$ cat src/rtl/uart_pkg.sv
// Shared state encoding and oversampling constants for the UART receiver.
package uart_pkg;

  localparam int OVERSAMPLE        = 16;
  localparam int MID_TICK          = 7;
  localparam int DATA_BITS_DEFAULT = 8;

  typedef enum logic [2:0] {
    IDLE,
    START,
    DATA,
    PARITY,
    STOP
  } uart_rx_state_t;

endpackage

$ cat src/rtl/rx_sync.sv
// Two-flop synchronizer for one asynchronous input with a selectable reset value.
// Output lags the input by 2 clk cycles; there is no backpressure.
module rx_sync #(
  parameter logic RST_VAL = 1'b1
) (
  input  logic clk,
  input  logic rst_n,
  input  logic d_i,
  output logic q_o
);

  logic meta_q;
  logic sync_q;

  always_ff @(posedge clk or negedge rst_n) begin
    if (!rst_n) begin
      meta_q <= RST_VAL;
      sync_q <= RST_VAL;
    end else begin
      meta_q <= d_i;
      sync_q <= meta_q;
    end
  end

  assign q_o = sync_q;

endmodule

$ cat src/rtl/uart_rx.sv
// 16x-oversampled UART receiver; rx_done_tick fires one clk after the tick ending the stop bit, no backpressure.
// Define UART_RX_PARITY_EN to expect one even-parity bit between the data bits and the stop bit.
module uart_rx
  import uart_pkg::*;
#(
  parameter int DATA_BITS = DATA_BITS_DEFAULT,
  parameter int SB_TICK   = 16
) (
  input  logic                 clk,
  input  logic                 rst_n,
  input  logic                 tick,
  input  logic                 rx,
  output logic [DATA_BITS-1:0] dout,
  output logic                 rx_done_tick,
  output logic                 frame_err,
  output logic                 parity_err
);

  localparam logic [4:0] MID_S  = 5'(MID_TICK);
  localparam logic [4:0] LAST_S = 5'(OVERSAMPLE - 1);
  localparam logic [4:0] STOP_S = 5'(SB_TICK - 1);
  localparam logic [2:0] LAST_N = 3'(DATA_BITS - 1);
`ifdef UART_RX_PARITY_EN
  localparam uart_rx_state_t AFTER_DATA = PARITY;
`else
  localparam uart_rx_state_t AFTER_DATA = STOP;
`endif

  uart_rx_state_t state_q, state_d;
  logic [4:0]           s_q, s_d;
  logic [2:0]           n_q, n_d;
  logic [DATA_BITS-1:0] b_q, b_d;
  logic [DATA_BITS-1:0] dout_q, dout_d;
  logic                 done_q, done_d;
  logic                 ferr_q, ferr_d;
  logic                 rx_s;
  logic                 rx_prev_q;
  logic                 fall;
`ifdef UART_RX_PARITY_EN
  logic                 par_q, par_d;
  logic                 perr_q, perr_d;
`endif

  rx_sync #(.RST_VAL(1'b1)) u_rx_sync (
    .clk  (clk),
    .rst_n(rst_n),
    .d_i  (rx),
    .q_o  (rx_s)
  );

  // Start needs a true high-to-low transition, so a line left low after a bad stop bit cannot retrigger.
  assign fall = rx_prev_q & ~rx_s;

  always_comb begin
    state_d = state_q;
    s_d     = s_q;
    n_d     = n_q;
    b_d     = b_q;
    dout_d  = dout_q;
    done_d  = 1'b0;
    ferr_d  = ferr_q;
`ifdef UART_RX_PARITY_EN
    par_d   = par_q;
    perr_d  = perr_q;
`endif
    case (state_q)
      IDLE: begin
        if (fall) begin
          state_d = START;
          s_d     = '0;
        end
      end
      START: begin
        if (tick) begin
          if (s_q == MID_S) begin
            if (!rx_s) begin
              state_d = DATA;
              s_d     = '0;
              n_d     = '0;
            end else begin
              state_d = IDLE;
            end
          end else begin
            s_d = s_q + 5'd1;
          end
        end
      end
      DATA: begin
        if (tick) begin
          if (s_q == LAST_S) begin
            s_d = '0;
            b_d = {rx_s, b_q[DATA_BITS-1:1]};
            if (n_q == LAST_N) state_d = AFTER_DATA;
            else               n_d     = n_q + 3'd1;
          end else begin
            s_d = s_q + 5'd1;
          end
        end
      end
`ifdef UART_RX_PARITY_EN
      PARITY: begin
        if (tick) begin
          if (s_q == LAST_S) begin
            s_d     = '0;
            par_d   = rx_s;
            state_d = STOP;
          end else begin
            s_d = s_q + 5'd1;
          end
        end
      end
`endif
      STOP: begin
        if (tick) begin
          if (s_q == STOP_S) begin
            dout_d  = b_q;
            ferr_d  = ~rx_s;
            done_d  = 1'b1;
            state_d = IDLE;
`ifdef UART_RX_PARITY_EN
            perr_d  = ^{b_q, par_q};
`endif
          end else begin
            s_d = s_q + 5'd1;
          end
        end
      end
      default: state_d = IDLE;
    endcase
  end

  always_ff @(posedge clk or negedge rst_n) begin
    if (!rst_n) begin
      state_q   <= IDLE;
      s_q       <= '0;
      n_q       <= '0;
      b_q       <= '0;
      dout_q    <= '0;
      done_q    <= 1'b0;
      ferr_q    <= 1'b0;
      rx_prev_q <= 1'b1;
`ifdef UART_RX_PARITY_EN
      par_q     <= 1'b0;
      perr_q    <= 1'b0;
`endif
    end else begin
      state_q   <= state_d;
      s_q       <= s_d;
      n_q       <= n_d;
      b_q       <= b_d;
      dout_q    <= dout_d;
      done_q    <= done_d;
      ferr_q    <= ferr_d;
      rx_prev_q <= rx_s;
`ifdef UART_RX_PARITY_EN
      par_q     <= par_d;
      perr_q    <= perr_d;
`endif
    end
  end

  assign dout         = dout_q;
  assign rx_done_tick = done_q;
  assign frame_err    = ferr_q;
`ifdef UART_RX_PARITY_EN
  assign parity_err   = perr_q;
`else
  assign parity_err   = 1'b0;
`endif

endmodule

$ cat config.mk
export PLATFORM = sky130hd
export DESIGN_NAME = uart_rx
export DESIGN_NICKNAME = d
export VERILOG_FILES = /design/src/rtl/uart_pkg.sv /design/src/rtl/rx_sync.sv /design/src/rtl/uart_rx.sv
export SDC_FILE = /design/constraint.sdc
export NUM_CORES = 1
export LEC_CHECK = 0
export CAP_MARGIN = 15
export CELL_PAD_IN_SITES_DETAIL_PLACEMENT = 0
export CELL_PAD_IN_SITES_GLOBAL_PLACEMENT = 2
export CORE_ASPECT_RATIO = 1.2
export CORE_MARGIN = 3
export CORE_UTILIZATION = 39
export DETAILED_ROUTE_END_ITERATION = 10
export GPL_TIMING_DRIVEN = 0
export PLACE_DENSITY_LB_ADDON = 0.1
export SYNTH_ARGS = -nofsm -noshare
export SYNTH_HDL_FRONTEND = slang
export SYNTH_SLANG_ARGS = --single-unit
$ cat constraint.sdc
create_clock -name clk -period 4.4 [get_ports clk]
set_clock_uncertainty 0.1 [all_clocks]
set_input_delay 0.66 -clock clk [delete_from_list [all_inputs] [get_ports clk]]
set_output_delay 0.66 -clock clk [all_outputs]
set_load 0.005 [all_outputs]
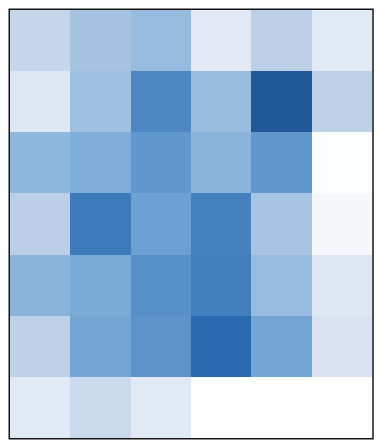
*Local utilization*
The die is cut into 6 by 7 equal tiles; white is low, dark blue is high, 0 to 100% covered.
The emptiest ninth of the die: lower right. 4.8% of the tiles are over 75% full. The mean over all tiles is 37%.

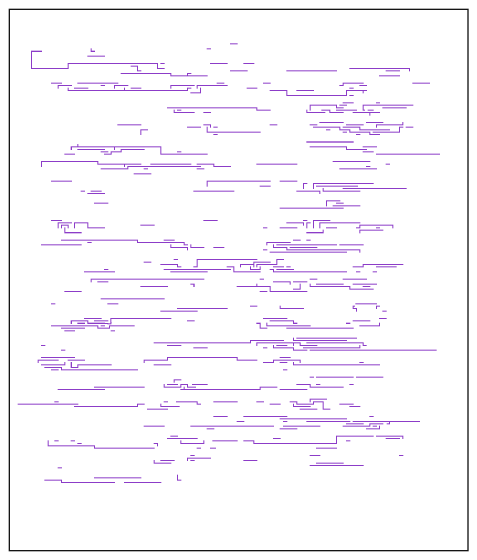
*The metal 1 layer*
The longest straight run is 17.5 um. The layer holds 43% of the routed length.

==> flow_summary_export.csv <==
group,metric,value,unit
power_and_ir_drop,power,882,uW
synthesis,top_area_frac,0.470,
route,wire_per_inst,13.3,um
worst_setup_path,cp_top_family,"simple AND/OR/NAND/NOR gates",
clock_network,clock-sinks,32,
synthesis,edf_count,0,
worst_setup_path,rrSetupSlack,2.28,ns
place,hpwlAfterDp,2090,um
sta,rsz0062_at_grt,"no",
sta,period_needed,2.34,ns
min_path,hp-start,"u_rx_sync.meta_q",
synthesis,top_cells_by_count,"29 x dfrtp_1, 29 x nand2_1, 10 x nand3_1",
min_path,min_path_type,"register to register",
layout,final_core_utilization,0.490,
layout,antenna_cells,0,
sta,whs,0.256,ns
clock_network,cts_tree,"yes",
clock_network,clock-root-buffer,"clkbuf_8",
power_and_ir_drop,p_comb_frac,0.330,
power_and_ir_drop,switching_power,308,uW
sta,finalHoldViolations,0,
layout,synthToLayoutAreaGrowth,18.2,%
route,drc_errors,0,
synthesis,area_leaders,"dfrtp_1 47%, nand2_1 7.1%, mux2_2 5.8%",
worst_setup_path,r2r-start,"s_q[0]",
synthesis,flop_cell,"dfrtp_1",
clock_network,cts.path.max_buffers,2,
global_routing,grt_pass1_vias,1133,
global_routing,grt_usage,0.139,
sta,post-route-period-util,0.532,
place,dp.cells,211,
clock_network,ctsResizeCount,0,
power_and_ir_drop,p_int,574,uW
min_path,holdPathEnd,"u_rx_sync.q_o",
floorplanning,die-area,4750,sq um
sta,setup_tns,0,ns
flow_run,cap_violations,0,
synthesis,ys.flops,32,
global_routing,antenna_found_initial,0,
route,routed_wirelength,2920,um
sta,tightest_slew,0.700,ns
clock_network,cts_setup_buffers,0,
clock_network,cts.clk_slew.worst_paths,0.06,ns
route,dr_total_vias,1112,
power_and_ir_drop,power_density,483,nW/um^2
sta,max_freq,0.427,GHz
worst_setup_path,required,4.46,ns
synthesis,yosysWarnings,0,
worst_setup_path,crit_path_start_kind,"input pin",
worst_setup_path,critPathMaxFanout,8,
synthesis,yosys.area.top_type,"dfrtp_1",
power_and_ir_drop,peakVddDrop,0.000216,V
synthesis,yosys_area,1540,sq um
floorplanning,die_h,74.9,um
layout,nNetsFinal,174,
clock_network,numCtsBuffers,5,
floorplanning,dieWidth,63.4,um
worst_setup_path,reg2reg_to,"state_q[2]",
synthesis,yosys.cell_types.count,43,
layout,final_layout_size_suffix_gt1_frac,0.186,
worst_setup_path,crit_path_start,"tick",
global_routing,grt_max_degree,33,
floorplanning,core-area,3720,sq um
route,drtPass1Iterations,4,
status,status,"completed",
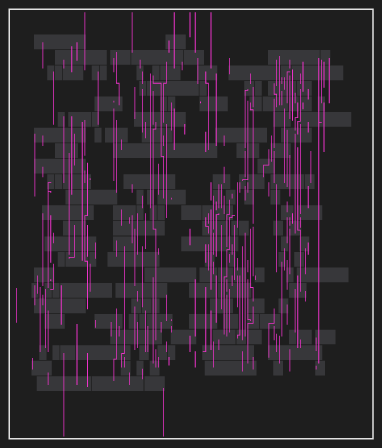
*Met2 routing*
The layer holds 52% of the routed length. 146 nets have wire on it.

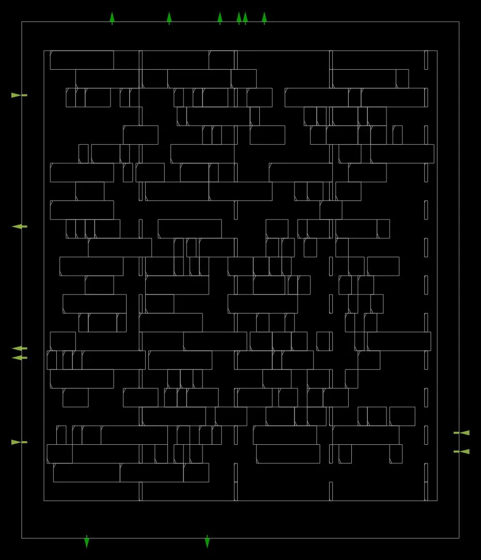
*Cell outlines without signal wires*
post-route insts no fill: 219
n_taps: 52
Seq area share: 0.441
registers: 32
row count: 24

## power by group through the flow
stage / Sequential (uW) / Clock (uW) / Combinational [uW]
final: 361 / 229 / 291
after global routing: 367 / 249 / 329
after CTS: 361 / 238 / 296
after detailed placement: 367 / 0 / 295
after global placement: 365 / 0 / 292
after floorplan: 357 / 0 / 238
## stage by stage
step                      worst slack, ns  instance area [sq um]
after global routing                 1.98                   1820
after CTS                            2.06                   1820
after global placement               1.76                   1740
final                                2.06                   1820
after floorplan                      2.41                   1540
after detailed placement             1.78                   1730
## worst max path at each step
stage	cells past startpoint	end	slack (ns)
2_1_floorplan	6	state_q[1]	2.41
3_5_place_dp	6	s_q[4]	1.78
4_1_cts	6	s_q[4]	2.06
5_1_grt	6	s_q[4]	1.98
6_report	6	s_q[4]	2.06
3_3_place_gp	6	s_q[4]	1.76
## kinds of logic after synthesis
family | synth area share
multiplexers | 0.0891
adder cells (fa/ha/maj) | 0.0324
AND-OR/OR-AND | 0.111
AND/OR/NAND/NOR | 0.205
other | 0.00243
buffers and inverters | 0.0389
flip-flops | 0.521
## layer usage
metal	global-route usage	part of all wire	up-vias
li1	-	-	550
met1	0.159	0.43	545
met2	0.245	0.52	12
met3	0.0388	0.034	5
met4	0.0647	0.018	0
met5	0	0	-
## layout by cell type, fill, tap and decap left out, types with 4 or more instances in the layout
| master | count |
|---|---|
| ha_1 | 4 |
| mux2_2 | 8 |
| o21ai_0 | 7 |
| buf_2 | 4 |
| clkbuf_8 | 6 |
| clkdlybuf4s50_1 | 12 |
| dfrtp_1 | 29 |
| nor2_1 | 5 |
| inv_1 | 6 |
| nand2_1 | 29 |
| nand3_1 | 10 |
## cell type report
type | count | area [sq um]
fillers | 383 | 1900
flip-flops and latches | 32 | 805
multi-input cells | 101 | 679
repair buffers | 13 | 125
clock buffers | 8 | 90.1
well taps | 52 | 65.1
plain buffers | 6 | 33.8
inverters | 7 | 26.3
## sequential cells by signal, indices dropped and copies added, names as in the netlist
| register | count |
|---|---|
| rx_done_tick | 1 |
| frame_err | 1 |
| s_q | 5 |
| dout | 8 |
| rx_prev_q | 1 |
| u_rx_sync.meta_q | 1 |
| b_q | 8 |
| n_q | 3 |
| u_rx_sync.q_o | 1 |
| state_q | 3 |
## worst register-to-register path, delay by kind of cell (launching register included)
kind	cells	cell delay, ns
and+or+nand+nor	2	0.62
AOI/OAI and AO/OA	2	0.25
DFF	1	0.41
muxes	1	0.34
adders and majority gates	1	0.28
No activity file was given, so power comes from the tool's default toggle rates.
